$ cat src/rtl/seg7_scan_if.sv
// rtl/seg7_scan_if.sv - display data/control bundle for the multiplexed 7-segment scanner
//
// Purpose: groups the display inputs and the registered segment/select drives
//          of seg7_scan into one interface.
// Signals:
//   i_en      display enable (low blanks everything)
//   i_din     4*NDIG hex nibbles, nibble k = digit k, digit 0 least significant
//   i_dp      per-digit decimal point request, active-high
//   i_blink   per-digit blink request, active-high
//   o_nseg    segment drive, active-low, bit0 = a .. bit6 = g
//   o_ndp     decimal point drive, active-low
//   o_ndigsel digit common select, active-low one-hot
// Modports: master drives the requests and observes the drives (the system
//           side), slave is the scanner itself.
interface seg7_scan_if #(
  parameter int NDIG = 4
);
  logic              i_en;
  logic [4*NDIG-1:0] i_din;
  logic [NDIG-1:0]   i_dp;
  logic [NDIG-1:0]   i_blink;
  logic [6:0]        o_nseg;
  logic              o_ndp;
  logic [NDIG-1:0]   o_ndigsel;

  modport master (
    output i_en, i_din, i_dp, i_blink,
    input  o_nseg, o_ndp, o_ndigsel
  );

  modport slave (
    input  i_en, i_din, i_dp, i_blink,
    output o_nseg, o_ndp, o_ndigsel
  );
endinterface

$ cat src/rtl/seg7_scan.sv
// rtl/seg7_scan.sv - multiplexed hex 7-segment display scanner with per-digit blink
//
// Purpose: time-multiplexes NDIG hex digits onto one set of active-low
//          segment lines. Each digit is selected for SCAN_DIV clocks; the
//          blink phase toggles every BLINK_DIV complete frames. All drives
//          are registered (one clock after the scan state / inputs).
// Ports:
//   i_clk    system clock, all state on the rising edge
//   i_rst_n  asynchronous active-low reset
//   bus      seg7_scan_if.slave (enable, digit data, DP, blink, drives)
// Parameters: NDIG (2..8), SCAN_DIV (>=2), BLINK_DIV (>=1).
// Build option: define SEG7_SCAN_LZB_EN to compile in leading-zero blanking
//               (digit k>=1 dark when it and every higher nibble are zero).
module seg7_scan #(
  parameter int NDIG      = 4,
  parameter int SCAN_DIV  = 50000,
  parameter int BLINK_DIV = 64
) (
  input  logic        i_clk,
  input  logic        i_rst_n,
  seg7_scan_if.slave  bus
);

  localparam int PW = (SCAN_DIV > 1) ? $clog2(SCAN_DIV) : 1;
  localparam int IW = $clog2(NDIG);
  localparam int FW = (BLINK_DIV > 1) ? $clog2(BLINK_DIV) : 1;

  logic [PW-1:0]   r_presc;
  logic [IW-1:0]   r_idx;
  logic [FW-1:0]   r_frame;
  logic            r_phase;
  logic [6:0]      r_nseg;
  logic            r_ndp;
  logic [NDIG-1:0] r_ndigsel;

  logic            w_presc_tc;
  logic            w_idx_wrap;
  logic            w_frame_tc;
  logic [3:0]      w_nib;
  logic            w_dp;
  logic            w_blink;
  logic            w_lzb;
  logic            w_dark;
  logic [NDIG-1:0] w_sel;
  logic [6:0]      w_seg;

  // gfedcba, active-low
  function automatic logic [6:0] f_hex(input logic [3:0] nib);
    logic [6:0] seg;
    case (nib)
      4'h0:    seg = 7'b1000000;
      4'h1:    seg = 7'b1111001;
      4'h2:    seg = 7'b0100100;
      4'h3:    seg = 7'b0110000;
      4'h4:    seg = 7'b0011001;
      4'h5:    seg = 7'b0010010;
      4'h6:    seg = 7'b0000010;
      4'h7:    seg = 7'b1011000;
      4'h8:    seg = 7'b0000000;
      4'h9:    seg = 7'b0010000;
      4'hA:    seg = 7'b0001000;
      4'hB:    seg = 7'b0000011;
      4'hC:    seg = 7'b1000110;
      4'hD:    seg = 7'b0100001;
      4'hE:    seg = 7'b0000110;
      default: seg = 7'b0001110;
    endcase
    return seg;
  endfunction

  assign w_presc_tc = (r_presc == PW'(SCAN_DIV - 1));
  assign w_idx_wrap = (r_idx == IW'(NDIG - 1));
  assign w_frame_tc = (r_frame == FW'(BLINK_DIV - 1));

  // Scan timebase: prescaler -> digit index -> frame counter -> blink phase.
  // None of it looks at i_en, so blanking never disturbs scan timing.
  always_ff @(posedge i_clk or negedge i_rst_n) begin
    if (!i_rst_n) begin
      r_presc <= '0;
      r_idx   <= '0;
      r_frame <= '0;
      r_phase <= 1'b0;
    end else if (w_presc_tc) begin
      r_presc <= '0;
      if (w_idx_wrap) begin
        r_idx <= '0;
        if (w_frame_tc) begin
          r_frame <= '0;
          r_phase <= ~r_phase;
        end else begin
          r_frame <= r_frame + FW'(1);
        end
      end else begin
        r_idx <= r_idx + IW'(1);
      end
    end else begin
      r_presc <= r_presc + PW'(1);
    end
  end

  // Select the current digit's nibble/DP/blink with an explicit compare mux
  // (avoids index arithmetic that could overflow the narrow index width).
  always_comb begin
    w_nib   = 4'h0;
    w_dp    = 1'b0;
    w_blink = 1'b0;
    w_sel   = '1;
    for (int k = 0; k < NDIG; k++) begin
      if (r_idx == IW'(k)) begin
        w_nib    = bus.i_din[4*k +: 4];
        w_dp     = bus.i_dp[k];
        w_blink  = bus.i_blink[k];
        w_sel[k] = 1'b0;
      end
    end
  end

`ifdef SEG7_SCAN_LZB_EN
  // Walk from the most significant nibble down; w_lzb is set when the
  // current digit and everything above it are zero. Digit 0 always shows.
  always_comb begin
    logic hi_zero;
    hi_zero = 1'b1;
    w_lzb   = 1'b0;
    for (int k = NDIG - 1; k >= 0; k--) begin
      hi_zero = hi_zero & (bus.i_din[4*k +: 4] == 4'h0);
      if ((k != 0) && (r_idx == IW'(k))) begin
        w_lzb = hi_zero;
      end
    end
  end
`else
  assign w_lzb = 1'b0;
`endif

  assign w_dark = r_phase & w_blink;
  assign w_seg  = (w_dark | w_lzb) ? 7'h7F : f_hex(w_nib);

  // Select and segments come from the same r_idx in the same edge, so a
  // digit change can never show the old select with new segments.
  always_ff @(posedge i_clk or negedge i_rst_n) begin
    if (!i_rst_n) begin
      r_nseg    <= 7'h7F;
      r_ndp     <= 1'b1;
      r_ndigsel <= '1;
    end else if (!bus.i_en) begin
      r_nseg    <= 7'h7F;
      r_ndp     <= 1'b1;
      r_ndigsel <= '1;
    end else begin
      r_nseg    <= w_seg;
      r_ndp     <= ~(w_dp & ~w_dark);
      r_ndigsel <= w_sel;
    end
  end

  assign bus.o_nseg    = r_nseg;
  assign bus.o_ndp     = r_ndp;
  assign bus.o_ndigsel = r_ndigsel;

endmodule

$ cat src/flat_wrapper.sv
// flat-port wrapper written by rule: the top's interface ports become plain ports
module seg7_scan_flat 
#(
  parameter int NDIG      = 4,
  parameter int SCAN_DIV  = 50000,
  parameter int BLINK_DIV = 64
)
  (i_clk, i_rst_n, bus_i_en, bus_i_din, bus_i_dp, bus_i_blink, bus_o_nseg, bus_o_ndp, bus_o_ndigsel);
  seg7_scan_if #(.NDIG(NDIG)) bus_i ();
  input  logic i_clk;
  input  logic i_rst_n;
  input wire logic [$bits(bus_i.i_en)-1:0] bus_i_en;
  input wire logic [$bits(bus_i.i_din)-1:0] bus_i_din;
  input wire logic [$bits(bus_i.i_dp)-1:0] bus_i_dp;
  input wire logic [$bits(bus_i.i_blink)-1:0] bus_i_blink;
  output wire logic [$bits(bus_i.o_nseg)-1:0] bus_o_nseg;
  output wire logic [$bits(bus_i.o_ndp)-1:0] bus_o_ndp;
  output wire logic [$bits(bus_i.o_ndigsel)-1:0] bus_o_ndigsel;
  assign bus_i.i_en = bus_i_en;
  assign bus_i.i_din = bus_i_din;
  assign bus_i.i_dp = bus_i_dp;
  assign bus_i.i_blink = bus_i_blink;
  assign bus_o_nseg = bus_i.o_nseg;
  assign bus_o_ndp = bus_i.o_ndp;
  assign bus_o_ndigsel = bus_i.o_ndigsel;
  seg7_scan #(.NDIG(NDIG), .SCAN_DIV(SCAN_DIV), .BLINK_DIV(BLINK_DIV)) u_core (.i_clk(i_clk), .i_rst_n(i_rst_n), .bus(bus_i));
endmodule
$ cat config.mk
export PLATFORM = sky130hd
export DESIGN_NAME = seg7_scan_flat
export DESIGN_NICKNAME = d
export VERILOG_FILES = /design/src/rtl/seg7_scan_if.sv /design/src/rtl/seg7_scan.sv /design/src/flat_wrapper.sv
export SDC_FILE = /design/constraint.sdc
export NUM_CORES = 1
export LEC_CHECK = 0
export ABC_AREA = 1
export CAP_MARGIN = 20
export CORE_MARGIN = 2
export CORE_UTILIZATION = 40
export DETAILED_ROUTE_END_ITERATION = 10
export SLEW_MARGIN = 25
export SYNTH_ARGS = -nofsm -noshare
export SYNTH_HDL_FRONTEND = slang
export SYNTH_SLANG_ARGS = --single-unit
$ cat constraint.sdc
create_clock -name i_clk -period 5.2 [get_ports i_clk]
set_input_delay 0.78 -clock i_clk [delete_from_list [all_inputs] [get_ports i_clk]]
set_output_delay 0.78 -clock i_clk [all_outputs]
set_load 0.02 [all_outputs]
### Cell outlines without signal wires

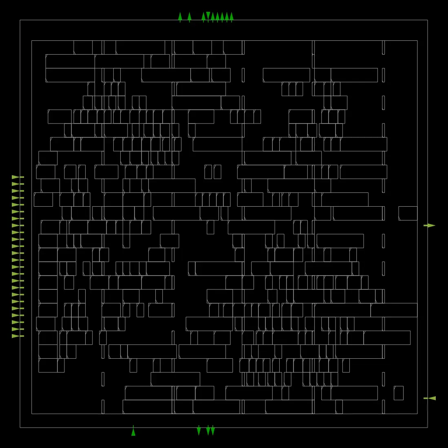
core area: 0.00557 mm2
sequential share of cell area: 32.9%
Final Non-Filler Cells: 416
Taps Inserted: 72

### Wires at chosen ports, followed through buffers

(3 px per um)
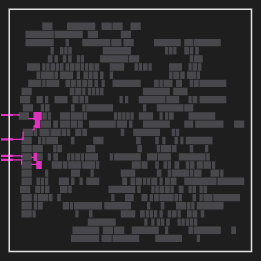
[magenta] bus_i_dp | bits: 4 | direction: input | edge: west | end cells: 4 | buffers: 4 | wire: 26.2 um
Port Buffers: 38
Ports: 39

### Pin map

(6 px per um) Pins as bars across the die edge, other pins in gray.
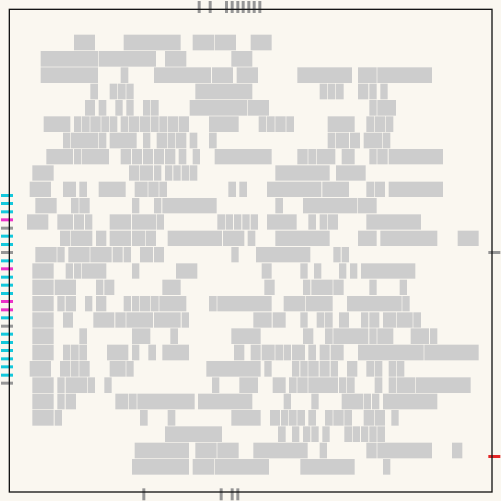
[magenta] bus_i_dp | pins: 4 | direction: input | edge: west
[cyan] bus_i_din | pins: 16 | direction: input | edge: west
[red] i_rst_n | pins: 1 | direction: input | edge: east
all pins by edge: 24 west, 9 north, 4 south, 2 east
Chip Height: 80.2 um
Die X: 80.2 um

==> results.txt <==
Remaining Overflow, GRT: 0
hold buffer count at cts: 0
Max Clk Rate: 455 MHz
hold worst-path end: u_core.r_presc[0]$_DFF_PN0_
Synth cell types: 33
Post-synth top cells: nand2_1 (85), nor2_1 (31), nand3_1 (30), inv_1 (28), dfrtp_1 (25)
detailed router's first-iteration violation count: 123
WP data arrival: 1.42 ns
per-cell routed wire length: 11.3 um
root buffer cell: clkbuf_8
HPWL Detailed: 3660 um
Num Clock Sinks: 37
post-synth net total: 342
Yosys top cell area share: 26.9%
n_diodes: 0
first-pass GRT wire length: 8070 um
largest net degree at the start of global routing: 38
Yosys top cell by area: dfrtp_1
critical-path cell list: clkdlybuf4s50_1
min Tclk post-route: 2.20 ns
DRC: 0
P_leak: 1.33 nW
cycle use final: 42.2%
TritonRoute pass-1 iters: 4
fin util: 51.2%
sum of negative setup slack: 0 ns
worst slew pin tran: 0.800 ns
maximum clock path buffer count: 2
Worst R2R Path Depth: 8
status: finished clean
slowest stage delay, CP: 0.61 ns
initial antenna violation count: 0
die area: 0.00643 mm2
ao+oa area frac: 7.11%
Max stage delay cell, worst path: clkdlybuf4s50_1
clk_skew: 0.00239 ns
Rel. slew slack: 46.7%
Post-Route WL: 4680 um
Final ANT Viol Nets: 0
peak supply drop: 135 uV
Yosys Instances: 303
buffer-and-inverter tally for the worst setup path: 1
final setup fails: 0
unrepaired setup endpoints after global routing: false
Yosys chip area: 0.00232 mm2
placed cell count: 408
Required @ worst endpoint: 4.42 ns
Num CTS Buffers: 5
top cell family by delay on the critical path: buffers and inverters
Worst setup endpoint: bus_o_nseg[4]
GP Congestion: 0.886
Rows: 27
Late-Pin Clk Latency: 0.28 ns
OpenROAD warnings: 34
dpl cell area: 0.00274 mm2
Startpoint Class: flop
H-tree Lvls: 2
GRT Overall Usage: 16.1%
Setup Fix Bufs, Post-CTS: 0
nets: 382
TritonCTS clock tree: done
fin. max-slew vios: 0
worst-path fanout max: 1
flop-to-flop setup slack: 3.04 ns
worst r2r src: u_core.r_idx[0]$_DFFE_PN0N_
power after layout: 0.621 mW
sequential share of the synthesized area: 40.5%
main flop type: dfrtp_1
and+or+nand+nor area frac: 34.0%
RR Endpoint: u_core.bus.o_nseg[1]$_DFF_PN1_
Crit. Startpoint: u_core.bus.o_nseg[4]$_DFF_PN1_
CTS clk-pin slew, worst paths: 0.07 ns
Synth Cell Area: 0.00232 mm2
most numerous cell in the Yosys netlist: nand2_1
hold_sp: u_core.r_presc[0]$_DFF_PN0_
Adder Area Share: 6.46%
maxcap violations: 0
comb area leader: simple AND/OR/NAND/NOR gates
Core Density at Floorplan: 41.7%
per-layer routing:
layer | GRT usage [%] | wire length (um) | up-vias
met5 | 0 | 0 | -
met4 | 6.10 | 77 | 0
met3 | 3.60 | 213 | 7
met2 | 25.8 | 2130 | 50
met1 | 21.1 | 2260 | 855
li1 | - | - | 1042
stage by stage:
stage,hold slack [ns],setup slack [ns]
after floorplan,0.431,3.36
after global placement,0.450,2.78
after detailed placement,0.454,2.77
after CTS,0.464,2.99
after global routing,0.485,2.80
final,0.461,3.00
report_power, final:
group	switching (mW)	internal (mW)	leakage (nW)
clock	0.0990	0.156	0.0585
combinational	0.0336	0.0341	0.812
sequential	0.00130	0.296	0.461
total	0.134	0.487	1.33
state kept, by name (all words and copies together) (netlist names):
name / cells
u_core.r_phase: 1
u_core.r_presc: 16
u_core.bus.o_ndigsel: 4
u_core.r_frame: 6
u_core.bus.o_nseg: 7
u_core.r_idx: 2
u_core.bus.o_ndp: 1
cells in the final DEF (no fill, tap or decap), types with 2 or more instances in the layout:
cell	Yosys	layout
xnor2_1	3	3
nand2_1	85	85
or2_2	2	2
or2_0	2	2
nand3_1	30	30
clkinv_1	2	2
nand2_2	3	3
o21ai_1	6	6
clkbuf_8	0	6
dfstp_2	12	12
o21ai_2	3	3
nor2_2	2	2
inv_1	28	28
nand3_2	5	5
o21ai_0	6	6
a21oi_1	9	9
nand4_1	4	4
nor2_1	31	31
ha_1	12	12
inv_2	7	7
o211ai_1	2	2
xor2_1	6	6
dfrtp_1	25	25
nor3_1	5	5
clkdlybuf4s50_1	0	37
cell type report:
type | count | area (um2)
clock buffers | 7 | 86.3
multi-input cells | 222 | 1180
well taps | 72 | 90.1
flip-flops and latches | 37 | 941
repair buffers | 38 | 375
fillers | 556 | 2720
inverters | 39 | 150
clock inverters | 1 | 30.0
Power figures rest on the tool's default switching activity, not on a simulated workload.
